File: config.mk
export PLATFORM = sky130hd
export DESIGN_NAME = timer_ctrl
export DESIGN_NICKNAME = d
export VERILOG_FILES = /design/src/rtl/timer_ctrl.sv
export SDC_FILE = /design/constraint.sdc
export NUM_CORES = 1
export LEC_CHECK = 0
export CORE_MARGIN = 5
export CORE_UTILIZATION = 46
export CTS_CLUSTER_SIZE = 16
export DETAILED_ROUTE_END_ITERATION = 8
export GPL_ROUTABILITY_DRIVEN = 0
export PLACE_DENSITY_LB_ADDON = 0.3
export SETUP_SLACK_MARGIN = 0.2
export SLEW_MARGIN = 20
export SYNTH_ARGS = -nofsm -noshare
export SYNTH_HDL_FRONTEND = slang
export SYNTH_SLANG_ARGS = --single-unit
File: constraint.sdc
create_clock -name clk -period 1.8 [get_ports clk]
set_input_delay 0.45 -clock clk [delete_from_list [all_inputs] [get_ports clk]]
set_output_delay 0.45 -clock clk [all_outputs]
set_load 0.005 [all_outputs]
File: src/rtl/timer_ctrl.sv
// Prescaled up-counting timer with one-shot or periodic reload.
// Configuration is only writable while idle.
module timer_ctrl #(
  parameter int CNT_W = 8,
  parameter int PRE_W = 8
) (
  input  logic             clk,
  input  logic             rst,
  input  logic             cfg_valid,
  output logic             cfg_ready,
  input  logic [CNT_W-1:0] cfg_period,
  input  logic [PRE_W-1:0] cfg_prescale,
  input  logic             cfg_periodic,
  input  logic             start,
  input  logic             stop,
  output logic             busy,
  output logic             tick,
  output logic [CNT_W-1:0] count,
  output logic             done
);

  localparam logic [0:0] IDLE = 1'b0;
  localparam logic [0:0] RUN  = 1'b1;

  logic [0:0]       state;
  logic [CNT_W-1:0] period;
  logic [PRE_W-1:0] prescale;
  logic             periodic;
  logic [PRE_W-1:0] pre;
  logic             cfg_load;
  logic             term;

  assign cfg_ready = (state == IDLE);
  assign busy      = (state == RUN);
  assign cfg_load  = cfg_valid && cfg_ready;
  assign tick      = busy && (pre == prescale);
  assign term      = tick && (count == period);

  always_ff @(posedge clk) begin
    if (rst) begin
      period   <= '0;
      prescale <= '0;
      periodic <= 1'b0;
    end else if (cfg_load) begin
      period   <= cfg_period;
      prescale <= cfg_prescale;
      periodic <= cfg_periodic;
    end
  end

  // stop outranks any tick or terminal count in the same cycle
  always_ff @(posedge clk) begin
    if (rst) begin
      state <= IDLE;
      count <= '0;
      pre   <= '0;
      done  <= 1'b0;
    end else begin
      done <= 1'b0;
      unique case (state)
        IDLE: begin
          if (start && !stop) begin
            state <= RUN;
            count <= '0;
            pre   <= '0;
          end
        end
        RUN: begin
          if (stop) begin
            state <= IDLE;
          end else begin
            pre <= tick ? '0 : pre + PRE_W'(1);
            if (term) begin
              count <= '0;
              done  <= 1'b1;
              if (!periodic) state <= IDLE;
            end else if (tick) begin
              count <= count + CNT_W'(1);
            end
          end
        end
        default: state <= IDLE;
      endcase
    end
  end

endmodule

==> run notes <==
run metrics: chip width=71.2 um, DRT iter0 DRCs=approximately 150, Final Hold Vio Count=0, Initial DRT Pass Iterations=4, outcome=finished, violations left, crit path capture=tick, met1 Usage GRT=0.240, slowest library cell on the worst path=dfxtp_2, vias in the first global route=1630, Cell Type Count=34, critical-path cell list=xor2_2 > nor4_4 > nand3_2 > inv_2 > buf_2, CP delay by family, top=simple AND/OR/NAND/NOR gates, internal power=1.26 mW, largest cells by area after synthesis=dfxtp_1 41%, nand2_1 11%, a21oi_1 6.4%, xnor2_1 4.6%, xor2_1 4.1%, yosys cell count=215, Register Area=739 um2, CTS Hold Buffers Added=0, final setup margin=-0.0748 ns, Avg Inst Size Synth=approximately 8 um2, Signal inverters=4, initial core utilization=0.473, Non-CTS buffers=between 70 and 80, final setup fails=8, Slew HR=0.734, failing checks=setup timing, Simple-Gate Fraction of Synth Area=0.283, DRC=0, Mapped Area=1720 um2, Reg power frac=0.478, AO/OA Area Share=0.167
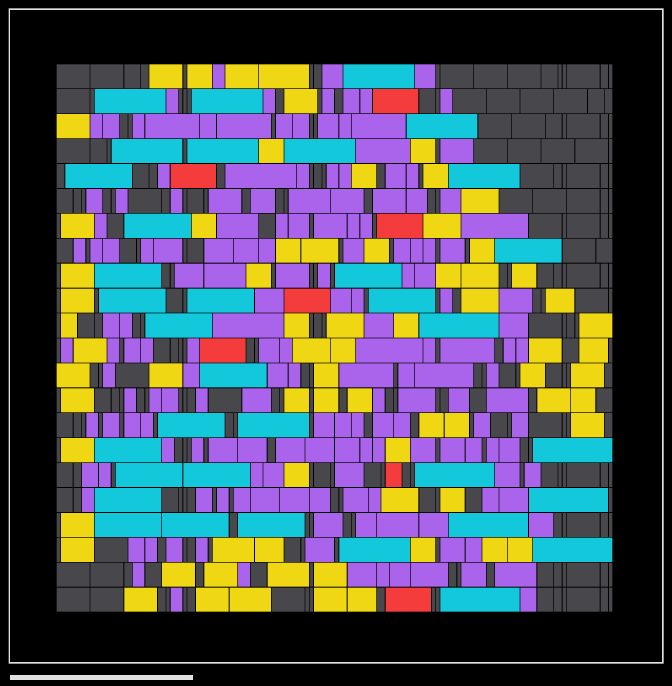
Figure 1: cells coloured by class.
The bar under the picture is 20 um long. Fill, decap, tap and diode cells in grey.
legend:
  purple:
    class: combinational and other logic
    cells: 170
    share_of_their_area: 43%
  cyan:
    class: sequential cells
    cells: 35
    share_of_their_area: 28%
  yellow:
    class: remaining buffers and delay cells
    cells: 71
    share_of_their_area: 25%
  red:
    class: clock drivers and dummy loads
    cells: 7
    share_of_their_area: 3.4%

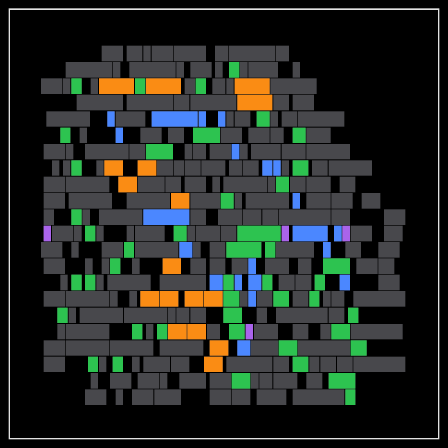
Figure 2: gate families picked out.
legend:
  purple:
    family: inv cells
    cells: 4
  green:
    family: aoi and oai cells
    cells: 45
  blue:
    family: nor cells
    cells: 21
    where: middle
  orange:
    family: xor and xnor cells
    cells: 17
Commonest Layout Cell: nand2_1
fraction of standard cell area in multi-input logic: 0.418
final cell count without fillers: 331

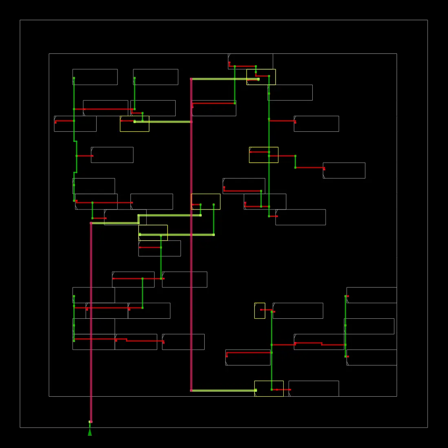
Figure 3: clock routing.
clock sinks: 35
worst clock skew: 0.00910 ns
CTS Buf Count: 5
clk latency late pin: 0.29 ns
clock network power: 0.571 mW

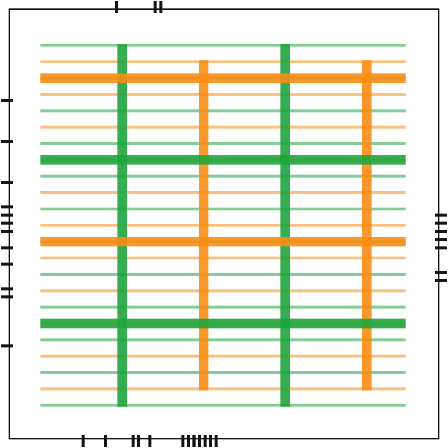
Figure 4: PDN straps and rails.
Pins as bars on the die edge.
legend:
  green:
    net: VSS
  orange:
    net: VDD
signal pins: 34
rows: 22
met1 rails: 23

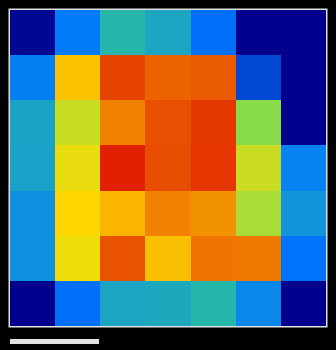
Figure 5: cell area per tile.
The bar under the picture is 20 um long. The die is cut into 7 by 7 equal tiles; dark blue is low, red is high, 0 to 100% covered.
densest ninth of the die: middle
nearly empty tiles: 14%
emptiest ninth of the die: top right

Power figures rest on the tool's default switching activity, not on a simulated workload.
